[config.mk]
export PLATFORM = sky130hd
export DESIGN_NAME = centroid_moment_acc_flat
export DESIGN_NICKNAME = d
export VERILOG_FILES = /design/src/rtl/centroid_moment_acc_if.sv /design/src/rtl/centroid_moment_acc.sv /design/src/flat_wrapper.sv
export SDC_FILE = /design/constraint.sdc
export NUM_CORES = 1
export LEC_CHECK = 0
export CORE_ASPECT_RATIO = 0.5
export CORE_MARGIN = 5
export CORE_UTILIZATION = 50
export DETAILED_ROUTE_END_ITERATION = 7
export PLACE_DENSITY = 0.7
export SYNTH_ARGS = -nofsm -noshare
export SYNTH_HDL_FRONTEND = slang
export SYNTH_SLANG_ARGS = --single-unit
[constraint.sdc]
create_clock -name CLK -period 4.4 [get_ports CLK]
set_input_delay 0.88 -clock CLK [delete_from_list [all_inputs] [get_ports CLK]]
set_output_delay 0.88 -clock CLK [all_outputs]
set_load 0.01 [all_outputs]
[src/rtl/centroid_moment_acc_if.sv]
// rtl/centroid_moment_acc_if.sv - camera pixel/frame stream bundle feeding the moment accumulator
interface centroid_moment_acc_if #(
  parameter int PIX_WIDTH = 8
);
  logic                 iFRAME_START;
  logic                 iFRAME_END;
  logic                 iLINE_END;
  logic                 iPIX_VALID;
  logic [PIX_WIDTH-1:0] iPIXEL;

  // camera-side source of the stream
  modport master (
    output iFRAME_START,
    output iFRAME_END,
    output iLINE_END,
    output iPIX_VALID,
    output iPIXEL
  );

  // accumulator-side sink of the stream
  modport slave (
    input iFRAME_START,
    input iFRAME_END,
    input iLINE_END,
    input iPIX_VALID,
    input iPIXEL
  );
endinterface

[src/rtl/centroid_moment_acc.sv]
// rtl/centroid_moment_acc.sv - dark-pixel first-moment accumulator with frame-end latch and divider trigger
module centroid_moment_acc #(
  parameter int H_WIDTH     = 10,
  parameter int V_WIDTH     = 10,
  parameter int PIX_WIDTH   = 8,
  parameter int SUM_WIDTH   = 32,
  parameter int CNT_WIDTH   = 20,
  parameter int TRIG_CYCLES = 4
) (
  input  logic                 CLK,
  input  logic                 RST,
  centroid_moment_acc_if.slave pix,
  input  logic [PIX_WIDTH-1:0] iTHRESH,
  input  logic                 iDIV_BUSY,
  input  logic                 iCLR_ERR,
  output logic [SUM_WIDTH-1:0] oSUM_X,
  output logic [SUM_WIDTH-1:0] oSUM_Y,
  output logic [CNT_WIDTH-1:0] oCOUNT,
  output logic                 oTRIG,
  output logic                 oNO_TARGET,
  output logic                 oSAT,
  output logic                 oOVERRUN
);

  localparam int TW = (TRIG_CYCLES > 2) ? $clog2(TRIG_CYCLES) : 1;
  localparam logic [TW-1:0] TRIG_LAST = TW'(TRIG_CYCLES - 1);

  typedef enum logic {S_IDLE, S_ACCUM} state_t;

  state_t               state_q, state_d;
  logic [H_WIDTH-1:0]   x_q;
  logic [V_WIDTH-1:0]   y_q;
  logic [SUM_WIDTH-1:0] sum_x_q, sum_y_q;
  logic [CNT_WIDTH-1:0] cnt_q;
  logic                 frame_sat_q;
  logic [TW-1:0]        trig_cnt_q;

  logic                 in_accum;
  logic                 pix_qual;
  logic [SUM_WIDTH:0]   sx_wide, sy_wide;
  logic                 cnt_full;
  logic [SUM_WIDTH-1:0] sx_acc, sy_acc;
  logic [CNT_WIDTH-1:0] cnt_acc;
  logic                 sat_acc;
  logic                 frame_end_acc;
  logic                 frame_empty;
  logic                 do_latch, do_drop, do_no_tgt;

  // next frame state; a start always (re)enters ACCUM, even on the same cycle as an end
  always_comb begin
    state_d = state_q;
    case (state_q)
      S_IDLE:  if (pix.iFRAME_START) state_d = S_ACCUM;
      S_ACCUM: begin
        if (pix.iFRAME_START)    state_d = S_ACCUM;
        else if (pix.iFRAME_END) state_d = S_IDLE;
      end
      default: state_d = S_IDLE;
    endcase
  end

  // frame state register
  always_ff @(posedge CLK) begin
    if (RST) state_q <= S_IDLE;
    else     state_q <= state_d;
  end

  // this-cycle accumulator values including the current pixel, so a frame-end pixel lands in its frame
  always_comb begin
    in_accum      = (state_q == S_ACCUM);
    pix_qual      = in_accum && pix.iPIX_VALID && (pix.iPIXEL <= iTHRESH);
    sx_wide       = {1'b0, sum_x_q} + (SUM_WIDTH+1)'(x_q);
    sy_wide       = {1'b0, sum_y_q} + (SUM_WIDTH+1)'(y_q);
    cnt_full      = &cnt_q;
    sx_acc        = sum_x_q;
    sy_acc        = sum_y_q;
    cnt_acc       = cnt_q;
    sat_acc       = frame_sat_q;
    if (pix_qual) begin
      sx_acc  = sx_wide[SUM_WIDTH] ? '1 : sx_wide[SUM_WIDTH-1:0];
      sy_acc  = sy_wide[SUM_WIDTH] ? '1 : sy_wide[SUM_WIDTH-1:0];
      cnt_acc = cnt_full ? cnt_q : cnt_q + 1'b1;
      sat_acc = frame_sat_q | sx_wide[SUM_WIDTH] | sy_wide[SUM_WIDTH] | cnt_full;
    end
    frame_end_acc = in_accum && pix.iFRAME_END;
    frame_empty   = (cnt_acc == '0);
    do_no_tgt     = frame_end_acc && frame_empty;
    do_drop       = frame_end_acc && !frame_empty && (iDIV_BUSY || oTRIG);
    do_latch      = frame_end_acc && !frame_empty && !iDIV_BUSY && !oTRIG;
  end

  // moment accumulators; a frame start discards whatever was gathered so far
  always_ff @(posedge CLK) begin
    if (RST || pix.iFRAME_START) begin
      sum_x_q     <= '0;
      sum_y_q     <= '0;
      cnt_q       <= '0;
      frame_sat_q <= 1'b0;
    end else if (in_accum) begin
      sum_x_q     <= sx_acc;
      sum_y_q     <= sy_acc;
      cnt_q       <= cnt_acc;
      frame_sat_q <= sat_acc;
    end
  end

  // pixel coordinates; line end beats the column increment, both wrap naturally
  always_ff @(posedge CLK) begin
    if (RST || pix.iFRAME_START) begin
      x_q <= '0;
      y_q <= '0;
    end else if (pix.iLINE_END) begin
      x_q <= '0;
      y_q <= y_q + 1'b1;
    end else if (pix.iPIX_VALID) begin
      x_q <= x_q + 1'b1;
    end
  end

  // result registers, trigger pulse and sticky overrun flag
  always_ff @(posedge CLK) begin
    if (RST) begin
      oSUM_X     <= '0;
      oSUM_Y     <= '0;
      oCOUNT     <= '0;
      oSAT       <= 1'b0;
      oNO_TARGET <= 1'b0;
      oTRIG      <= 1'b0;
      trig_cnt_q <= '0;
      oOVERRUN   <= 1'b0;
    end else begin
      if (do_latch) begin
        oSUM_X     <= sx_acc;
        oSUM_Y     <= sy_acc;
        oCOUNT     <= cnt_acc;
        oSAT       <= sat_acc;
        oNO_TARGET <= 1'b0;
        oTRIG      <= 1'b1;
        trig_cnt_q <= TRIG_LAST;
      end else begin
        if (do_no_tgt) oNO_TARGET <= 1'b1;
        if (trig_cnt_q != '0) trig_cnt_q <= trig_cnt_q - 1'b1;
        else                  oTRIG      <= 1'b0;
      end
      if (do_drop)       oOVERRUN <= 1'b1;
      else if (iCLR_ERR) oOVERRUN <= 1'b0;
    end
  end

endmodule

[src/flat_wrapper.sv]
// flat-port wrapper written by rule: the top's interface ports become plain ports
module centroid_moment_acc_flat 
#(
  parameter int H_WIDTH     = 10,
  parameter int V_WIDTH     = 10,
  parameter int PIX_WIDTH   = 8,
  parameter int SUM_WIDTH   = 32,
  parameter int CNT_WIDTH   = 20,
  parameter int TRIG_CYCLES = 4
)
  (CLK, RST, iTHRESH, iDIV_BUSY, iCLR_ERR, oSUM_X, oSUM_Y, oCOUNT, oTRIG, oNO_TARGET, oSAT, oOVERRUN, pix_iFRAME_START, pix_iFRAME_END, pix_iLINE_END, pix_iPIX_VALID, pix_iPIXEL);
  centroid_moment_acc_if #(.PIX_WIDTH(PIX_WIDTH)) pix_i ();
  input  logic CLK;
  input  logic RST;
  input  logic [PIX_WIDTH-1:0] iTHRESH;
  input  logic iDIV_BUSY;
  input  logic iCLR_ERR;
  output logic [SUM_WIDTH-1:0] oSUM_X;
  output logic [SUM_WIDTH-1:0] oSUM_Y;
  output logic [CNT_WIDTH-1:0] oCOUNT;
  output logic oTRIG;
  output logic oNO_TARGET;
  output logic oSAT;
  output logic oOVERRUN;
  input wire logic [$bits(pix_i.iFRAME_START)-1:0] pix_iFRAME_START;
  input wire logic [$bits(pix_i.iFRAME_END)-1:0] pix_iFRAME_END;
  input wire logic [$bits(pix_i.iLINE_END)-1:0] pix_iLINE_END;
  input wire logic [$bits(pix_i.iPIX_VALID)-1:0] pix_iPIX_VALID;
  input wire logic [$bits(pix_i.iPIXEL)-1:0] pix_iPIXEL;
  assign pix_i.iFRAME_START = pix_iFRAME_START;
  assign pix_i.iFRAME_END = pix_iFRAME_END;
  assign pix_i.iLINE_END = pix_iLINE_END;
  assign pix_i.iPIX_VALID = pix_iPIX_VALID;
  assign pix_i.iPIXEL = pix_iPIXEL;
  centroid_moment_acc #(.H_WIDTH(H_WIDTH), .V_WIDTH(V_WIDTH), .PIX_WIDTH(PIX_WIDTH), .SUM_WIDTH(SUM_WIDTH), .CNT_WIDTH(CNT_WIDTH), .TRIG_CYCLES(TRIG_CYCLES)) u_core (.CLK(CLK), .RST(RST), .pix(pix_i), .iTHRESH(iTHRESH), .iDIV_BUSY(iDIV_BUSY), .iCLR_ERR(iCLR_ERR), .oSUM_X(oSUM_X), .oSUM_Y(oSUM_Y), .oCOUNT(oCOUNT), .oTRIG(oTRIG), .oNO_TARGET(oNO_TARGET), .oSAT(oSAT), .oOVERRUN(oOVERRUN));
endmodule
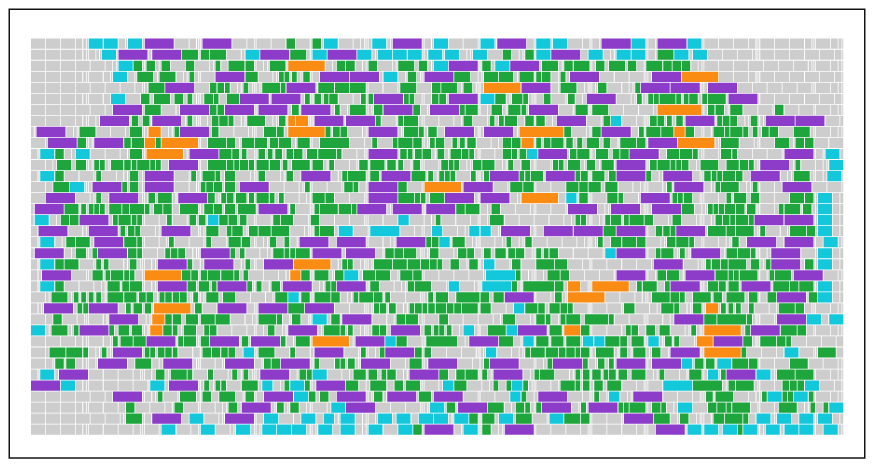
Figure 1: run 1, cell classes on the final placement.
Fill, decap, tap and diode cells in grey.
| colour | class | cells | share of their area |
|---|---|---|---|
| orange | clock drivers and dummy loads | 32 | 5.1% |
| purple | sequential cells | 196 | 33% |
| green | combinational and other logic | 904 | 50% |
| cyan | remaining buffers and delay cells | 145 | 12% |

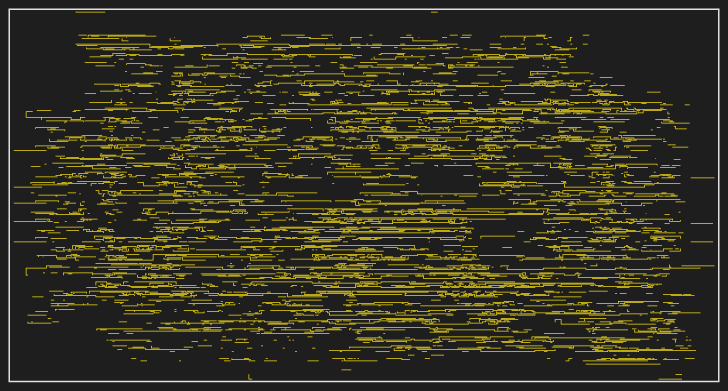
Figure 2: run 1, the metal 1 layer.
wire length on this layer: 11,800 µm
nets with wire on the layer: 1,255
longest straight run: 46.9 µm
main direction: horizontal

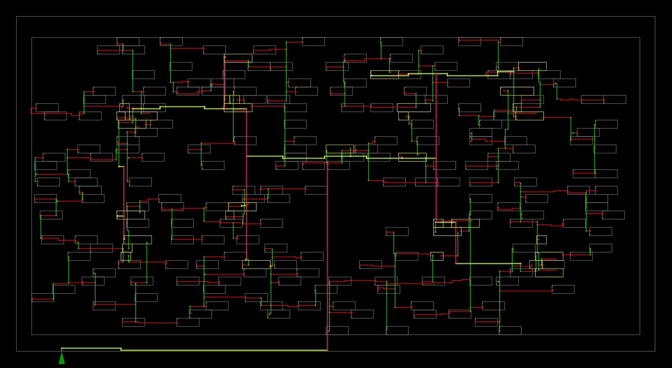
Figure 3: run 1, clock routing.
clk_buf instances: 17
setup skew after layout: 12.05 ps
# clock sinks: 196

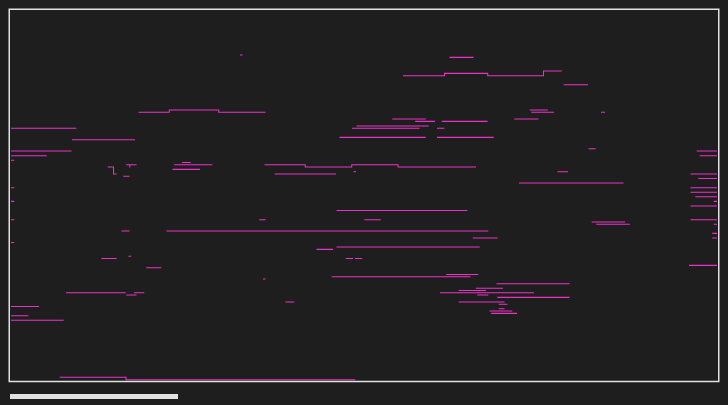
Figure 4: run 1, metal 3.
The bar under the picture is 50 µm long.
share of all routed wire: 4.4%
wire length on this layer: 1,060 µm
longest straight run: 95.5 µm
main direction: horizontal
nets with wire on the layer: 72

==> summary.txt, run 1 <==
Main metrics from the flow reports.

The width of the chip came out at 210.6 µm. The met3 global-route usage came out at 4.411%. In the final routed layout, each cell accounts on average for 15.59 µm.

The post-synthesis cell count is 1,163. STA classifies the critical path startpoint as a primary input. Of the synthesized area, sequential elements account for 38.99%. In this run the layout overhead on the synthesized area is reported as 20.43%.

Routed signal wires occupy layers up through met4. In this run the critical path is formed by clkdlybuf4s50_1 > inv_1 > ha_1 > nor2b_1 > o211ai_1 > a211o_1 > nand3_2 > buf_4 > nor2_2 > a21oi_1 > a2111o_1 > o21ai_4 > buf_12 > mux2_1. The maximum buffer depth of the clock tree came out at 2.

The first TritonRoute pass finished after 5 iterations. The number of warning messages in the yosys log came out at 0. Detailed routing placed a total of 10,970 µm of wire on met2. The combined area of the multi-input logic cells came out at 5747 µm².

The post-cts gate resize count came out at 0. The overall global routing resource usage came out at 20.90%. The level count of the clock H-tree is 4. The diode insertion count for antenna repair is 0. The xor and xnor area share after synthesis came out at 5.396%. The area share of fa/ha/maj cells after synthesis came out at 4.376%. The routed via count came out at 8,294.

The arrival time of data at the critical path endpoint came out at 4300 ps. In the synthesized netlist the dominant register cell turns out to be dfxtp_1. The number of DRC markers after the initial detailed-route iteration came out at 543. The area of the core came out at 19,640 µm². The post-CTS setup repair buffer count came out at 0. The yosys stat cell total came out at 1,163.

The half-perimeter wire length after detailed placement came out at 17,350 µm. The share of synthesized cell area in and, or, nand and nor gates is 26.64%. For this design the top-level I/O count stands at 112. The endpoint identified for the worst register-to-register timing path is u_core.oSUM_Y[15]$_SDFFE_PP0P_.

The overall die area came out at 23,240 µm². The clock-pin transition on the worst setup and hold timing paths came out at 80 ps. The yosys-reported design area after synthesis is 10,060 µm². The main area contributors are dfxtp_1, nor2_1, mux2_1.

The number of global-route vias before repair came to 7,990. The total wire length after detailed routing came out at 24,060 µm. The number of nets in the layout is 1,322. The count of final max-slew check failures is 0. The portion of the clock cycle consumed by the worst path in the final layout is 90.26%. Among all stages on the critical path, the largest delay is contributed by a2111o_1. The post-route minimum period is 3972 ps.

The remaining antenna violation count came out at 0. The synthesized cell area is 10,060 µm². The share of cell area taken by multi-input logic gates is 47.42%.

The final weighted congestion in routability-driven placement came out at 0.8893. Per the synthesis report, the number of distinct cell types is 69. The fraction of the mapped netlist area in compound gates is 10.18%.

The remaining routing DRC violations came out at 0. Per the cell usage report, the commonest logic cells after layout are nor2_1, dfxtp_1, clkdlybuf4s50_1. The run finished with clean final reports.

Sorting the Yosys area breakdown by cell type puts at the top dfxtp_1. The met1 global-route usage is 27.95%. Per the hold report, the tightest min-delay path originates at u_core.oOVERRUN$_SDFFE_PP0P_. The setup slack of the most critical reg-to-reg path is 810 ps. The overall power came out at 3.601 mW. For reference, the critical path is captured by u_core.oSUM_Y[28]$_SDFFE_PP0P_.

The flip-flop and latch count is 196. The starting utilization of the core area came out at 51.24%. Leaving out filler cells and counting taps, the final layout contains 1,543. Global routing consumed, on the met2 layer, 34.57% of the routing resources. The post-synthesis async set-or-reset flop share is 0%. The area used by sequential logic in the layout is 3924 µm². In the final report, the number of hold violations comes to 0. The worst path required time came out at 4730 ps.

Summed over all nets, wire length on met3 after detailed routing comes to 1063 µm. The number of nets at floorplan is 1,221. The tree is rooted in a clkbuf_16. The synthesis-stage register bit count came out at 196.

The clock tree from TritonCTS is yes. Counting instances, the worst hold path has a depth of 2. The number of logic gates came out at 876. Per the area breakdown, the dominant cell category is multi-input combinational cells. The finished layout reports a core utilization of 61.71%.

The startpoint identified for the worst register-to-register timing path is u_core.y_q[0]$_SDFFE_PP0P_. Measured against its own limit, the worst slew margin works out to 29.52%. The worst hold path class is reg2reg.

The overall die height is 110.3 µm. Measured on the final layout, the clock distribution area share stands at 4.925%. The number of tap instances came out at 266. The fraction of layout instances using a drive strength above 1 came out at 8.301%.
-- run 1: worst reg2reg max path: stages, from the launching register on --
cell and delay [ps]:
dfxtp_1 410, ha_1 230, inv_1 70, fa_1 390, nor2b_1 170, o21bai_1 100, a31oi_1 260, o22ai_1 130
buf_4 190, or3_1 570, nor2_2 300, buf_4 250, nor2_1 90, or2_2 270, mux2i_1 120
-- run 1: through the flow --
step / setup TNS (ps) / area, µm²
finish: 0 / 12120
global route: 0 / 12120
CTS: 0 / 12120
detailed placement: -260.9 / 11520
global placement: 0 / 11520
floorplan: 0 / 10060
-- run 1: where the power goes --
group	leakage (nW)	internal [mW]	total (mW)	switching [mW]
logic	2.93	0.0893	0.210	0.120
clock network	0.285	0.854	1.60	0.743
registers	1.58	1.79	1.79	0.00764
total	4.80	2.73	3.60	0.871
## Run 2: what changed since run 1
CTS_CLUSTER_DIAMETER = 60   (was not set)
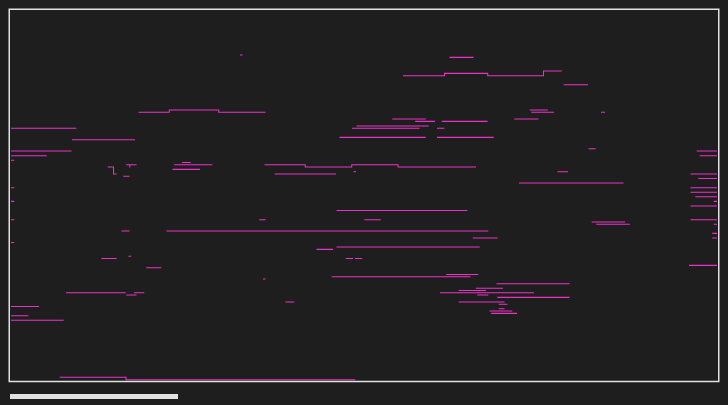
Figure 5: run 2, metal 3.
The bar under the picture is 50 µm long.
share of all routed wire: 4.4%
wire length on this layer: 1,060 µm
nets with wire on the layer: 72
main direction: horizontal
longest straight run: 95.5 µm

==> run 2 against run 1 <==
Net effect:
- sequential share of layout area stayed put
- setup slack is the same
- utilization did not move
- hold slack stayed put
- clock skew did not move
==> summary.txt, run 2 <==
Main metrics from the flow reports.

The OpenROAD warning count came out at 26. The maximum clock skew at final layout is 12.05 ps (unchanged). The met3 global-route usage is 4.411% (unchanged). The final count of negative-setup-slack endpoints is 0. The number of clock buffer instances in the layout is 17 (unchanged). The arrival time of data at the critical path endpoint is 4300 ps (about the same). The remaining routing DRC violations is 0 (unchanged). The number of tap instances came out at 266 (unchanged). The clock net sink count was 196 (unchanged). The number of nets at floorplan came out at 1,221 (unchanged). Per the synthesis report, the single largest cell type by area occupies 38.99% of cell area. The count of boundary I/O pins came to 112 (unchanged).

The fraction of layout instances using a drive strength above 1 came out at 8.301% (unchanged). The fraction of area in clock buffers and inverters is 4.925% (unchanged). The yosys stat cell total is 1,163 (unchanged). The unique cell type count in the Yosys netlist came out at 69 (unchanged). The detailed route wirelength on metal3 is 1063 µm (unchanged). The overall die area came out at 23,240 µm² (unchanged).

The setup total negative slack is 0 ps (unchanged). The overall die height is 110.3 µm (unchanged). The maximum buffer depth of the clock tree came out at 2 (unchanged). The half-perimeter wire length after detailed placement is 17,350 µm (unchanged). The overall global routing resource usage came out at 20.90% (unchanged).

The startpoint identified for the worst hold timing path is u_core.oOVERRUN$_SDFFE_PP0P_. The worst hold path stage count came to 2 (unchanged). Sorting the synthesized cells by area gives the leading types as dfxtp_1, nor2_1, mux2_1.

The achievable clock frequency is 251.8 MHz. The routed length on met2 is 10,970 µm (unchanged). The number of nets in the layout came out at 1,322 (unchanged). The highest routed metal layer is met4. The number of global-route vias before repair was 7,990 (unchanged). The cell area after layout is 12,120 µm² (unchanged). The post-CTS setup repair buffer count is 0 (unchanged).

The number of logic gates came out at 876 (unchanged). The number of warning messages in the yosys log was 0 (unchanged). The remaining antenna violation count is 0 (unchanged). The setup slack of the most critical reg-to-reg path is 810 ps (about the same).

The starting utilization of the core area is 51.24% (unchanged). The switching share of power is 24.20% (unchanged). The level count of the clock H-tree came out at 4 (unchanged). The instance area after placement came to 11,520 µm² (unchanged). The portion of the clock cycle consumed by the worst path in the final layout came out at 90.26% (unchanged).

The post-cts gate resize count is 0 (unchanged). The largest cell class by area is multi-input combinational cells. In this run the worst hold path is classified as reg2reg. The combined area of the multi-input logic cells was 5747 µm² (unchanged). The met1 global-route usage came to 27.95% (unchanged). Per the CTS log, the root buffer master is clkbuf_16.

The post-synthesis cell count is 1,163 (unchanged). The share of cell area taken by multi-input logic gates is 47.42% (unchanged). Per STA, the endpoint of the critical path is u_core.oSUM_Y[28]$_SDFFE_PP0P_. The met2 track utilization from global routing was 34.57% (unchanged).

The switching power total is 0.8714 mW (unchanged). The heaviest power group is registers. The area of the core came out at 19,640 µm² (unchanged).

Post-synth the commonest register cell is dfxtp_1. The portion of total power attributed to combinational logic was 5.8% (about the same). The number of DRC markers after the initial detailed-route iteration is 543 (unchanged). The overall power is 3.601 mW (unchanged).

The cell count after placement came out at 1,511. STA classifies the critical path startpoint as a primary input. The end of the worst register-to-register path is u_core.oSUM_Y[15]$_SDFFE_PP0P_. The post-route minimum period is 3972 ps (unchanged). The run finished with clean final reports.

The diode insertion count for antenna repair came out at 0 (unchanged). The register share of total power came to 49.8% (about the same). The number of cells in the finished layout apart from fillers came out at 1,543 (unchanged). The worst slack at placement is -19.12 ps.

The power dissipated in sequential cells came out at 1.79 mW (about the same). The library cell with the largest summed area after synthesis is dfxtp_1. The final weighted congestion in routability-driven placement came to 0.8893 (unchanged). The total overflow left after global routing is 0.

TritonCTS built the clock tree. The total iterations of the first detailed-routing run was 5 (unchanged). The count of buffers added on input and output ports is 111. The final hold violation count came out at 0 (unchanged). The clock-pin transition on the worst setup and hold timing paths came out at 80 ps (about the same). The synthesized cell area is 10,060 µm² (unchanged). The final core utilization came out at 61.71% (unchanged).

The total wire length after detailed routing came out at 24,060 µm (unchanged). The count of final max-slew check failures came out at 0 (unchanged). The worst path required time came out at 4730 ps (about the same). The internal power summed over all cells came to 2.729 mW (unchanged). The synthesis-stage register bit count is 196 (unchanged).
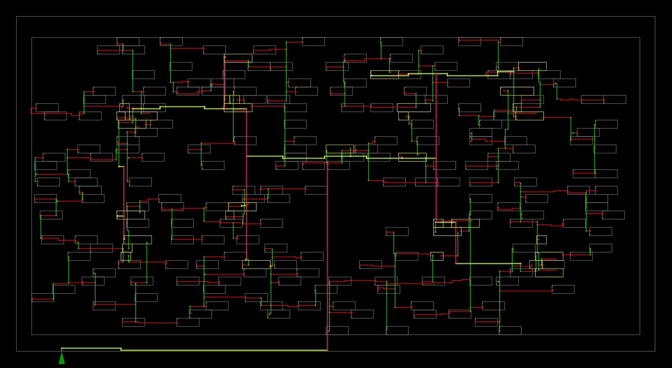
Figure 6: run 2, clock routing.
TritonCTS Buffers: 17
insertion delay to the later sink of the worst-skew pair: 440 ps
FFs & Latches: 196
Clock Power: 1.60 mW

run 2: cells by family (layout without fill, tap and decap cells):
family / Yosys count / in the layout / share of synthesized area (%)
buffers and inverters: 91 / 205 / 3.904
adders and majority gates: 34 / 34 / 4.376
muxes: 98 / 98 / 10.51
and+or+nand+nor: 523 / 523 / 26.64
AOI/OAI and AO/OA: 159 / 159 / 10.18
xor gates and xnor gates: 62 / 62 / 5.396
DFF: 196 / 196 / 38.99
run 2: critical path: stages:
cell             delay (ps)
clkdlybuf4s50_1         450
inv_1                    40
ha_1                    270
nor2b_1                 130
o211ai_1                300
a211o_1                 260
nand3_2                 120
buf_4                   210
nor2_2                  150
a21oi_1                 110
a2111o_1                470
o21ai_4                 230
buf_12                  280
mux2_1                  360
## Run 3: what changed since run 2
GPL_ROUTABILITY_DRIVEN = 0   (was not set)
HOLD_SLACK_MARGIN = 0.15   (was not set)
TNS_END_PERCENT = 30   (was not set)
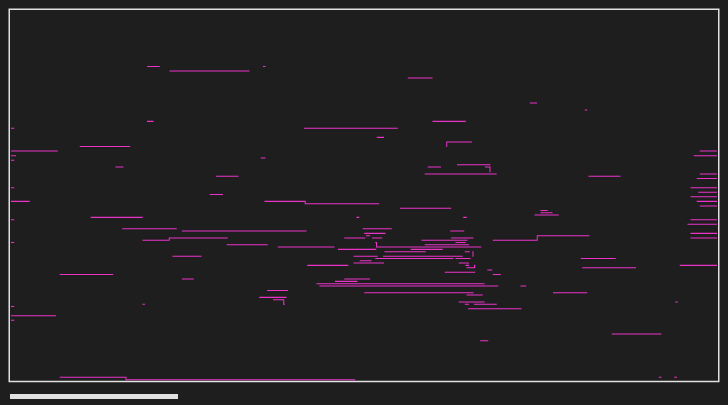
Figure 7: run 3, metal 3.
The bar under the picture is 50 µm long.
wire length on this layer: 1,110 µm
main direction: horizontal
nets with wire on the layer: 83
longest straight run: 68.1 µm

==> run 3 against run 2 <==
Net effect:
- final cell count unchanged
- clock skew down 0.95 ps
- highest routed layer unchanged
- sequential share of layout area down 0.050 points
- largest power group unchanged
- sequential cell count did not move
- sequential power about the same
- critical endpoint is now u_core.oSUM_Y[24]$_SDFFE_PP0P_
==> summary.txt, run 3 <==
Main metrics from the flow reports.

The run finished with clean final reports. The number of cells in the finished layout apart from fillers came out at 1,543 (unchanged). The clock latency on the worst-skew pair is 440 ps (about the same).

The fraction of layout instances using a drive strength above 1 came to 8.301% (unchanged). The achievable clock frequency is 246.8 MHz (-2.0%). The number of buffers inserted by port buffering came out at 111 (unchanged). The critical path startpoint category is a primary input.

The share of synthesized cell area in and, or, nand and nor gates is 26.64% (unchanged). The count of buffering cells on the critical path with inverters included is 4 (unchanged). The met2 track utilization from global routing came out at 35.23% (+0.66 points).

The multiplexer area fraction after synthesis is 10.51% (unchanged). The remaining antenna violation count is 0 (unchanged). The half-perimeter wire length after detailed placement was 17,190 µm (-0.92%). The critical path goes through clkdlybuf4s50_1 > inv_1 > ha_1 > nor2b_1 > o211ai_1 > a211o_1 > nand3_2 > buf_4 > nor2_2 > a21oi_1 > a2111o_1 > o21ai_4 > buf_12 > mux2_1. The level count of the clock H-tree came to 4 (unchanged). The xor and xnor area share after synthesis came out at 5.396% (unchanged). The yosys stat cell total was 1,163 (unchanged). The critical path depth in cells came out at 14 (unchanged). The overall power came out at 3.619 mW (+0.50%). The cell at the root of the clock tree is clkbuf_16. The fraction of the mapped netlist area in compound gates is 10.18% (unchanged). The area of the core came out at 19,640 µm² (unchanged). The clock net sink count is 196 (unchanged). The instance area after placement is 11,530 µm² (+0.11%). The final count of negative-setup-slack endpoints came out at 0 (unchanged).

The end of the worst register-to-register path is u_core.oSUM_Y[15]$_SDFFE_PP0P_. The unique cell type count in the Yosys netlist came out at 69 (unchanged). The number of nets in the layout came out at 1,322 (unchanged). The overall global routing resource usage was 21.07% (+0.17 points). The total iterations of the first detailed-routing run came out at 5 (unchanged). The number of buffers added by the clock tree synthesis step was 17 (unchanged). The number of nets at floorplan came out at 1,221 (unchanged). The cell count after placement was 1,511 (unchanged). The slowest stage of the critical path belongs to the cell a2111o_1. The synthesized cell area came out at 10,060 µm² (unchanged). The count of boundary I/O pins came out at 112 (unchanged). The starting utilization of the core area came out at 51.24% (unchanged).

The count of final max-slew check failures came out at 0 (unchanged).
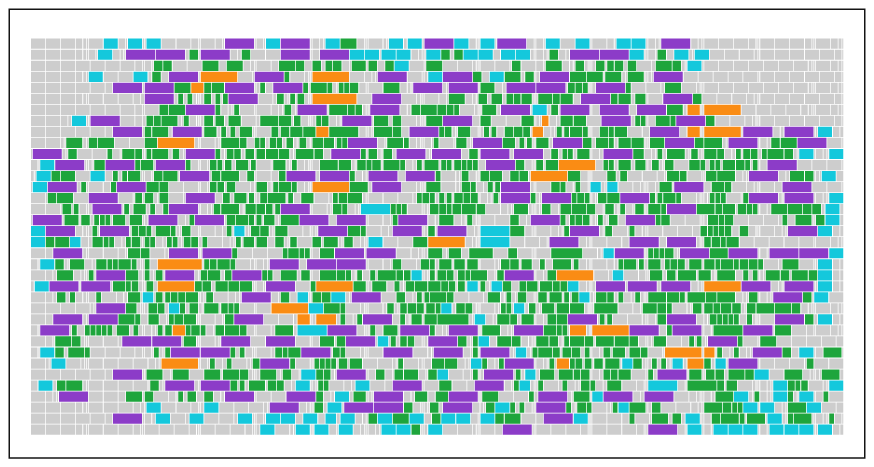
Figure 8: run 3, cell classes on the final placement.
Fill, decap, tap and diode cells in grey.
| colour | class | cells | share of their area |
|---|---|---|---|
| purple | sequential cells | 196 | 33% |
| cyan | remaining buffers and delay cells | 145 | 12% |
| green | combinational and other logic | 904 | 50% |
| orange | clock drivers and dummy loads | 32 | 5.1% |

-- run 3: cells by family after synthesis --
family / after synthesis
muxes: 98
buffers and inverters: 91
DFF: 196
xor gates and xnor gates: 62
adders and majority gates: 34
and+or+nand+nor: 523
AOI/OAI and AO/OA: 159
-- run 3: area by class of cell --
cell class	count	area [µm²]
fill	1713	7501
multi-input combinational	876	5747
sequential	196	3924
timing repair buffer	145	1426
clock buffer	18	439.2
tap	266	332.8
clock inverter	14	163.9
inverter	28	105.1
-- run 3: report_power, final --
group	switching [mW]	leakage (nW)	total, mW	internal, mW
Combinational	0.119	2.93	0.209	0.0901
Sequential	0.00789	1.58	1.79	1.79
Clock	0.745	0.292	1.62	0.871
Power is estimated from default activity; no workload was simulated.
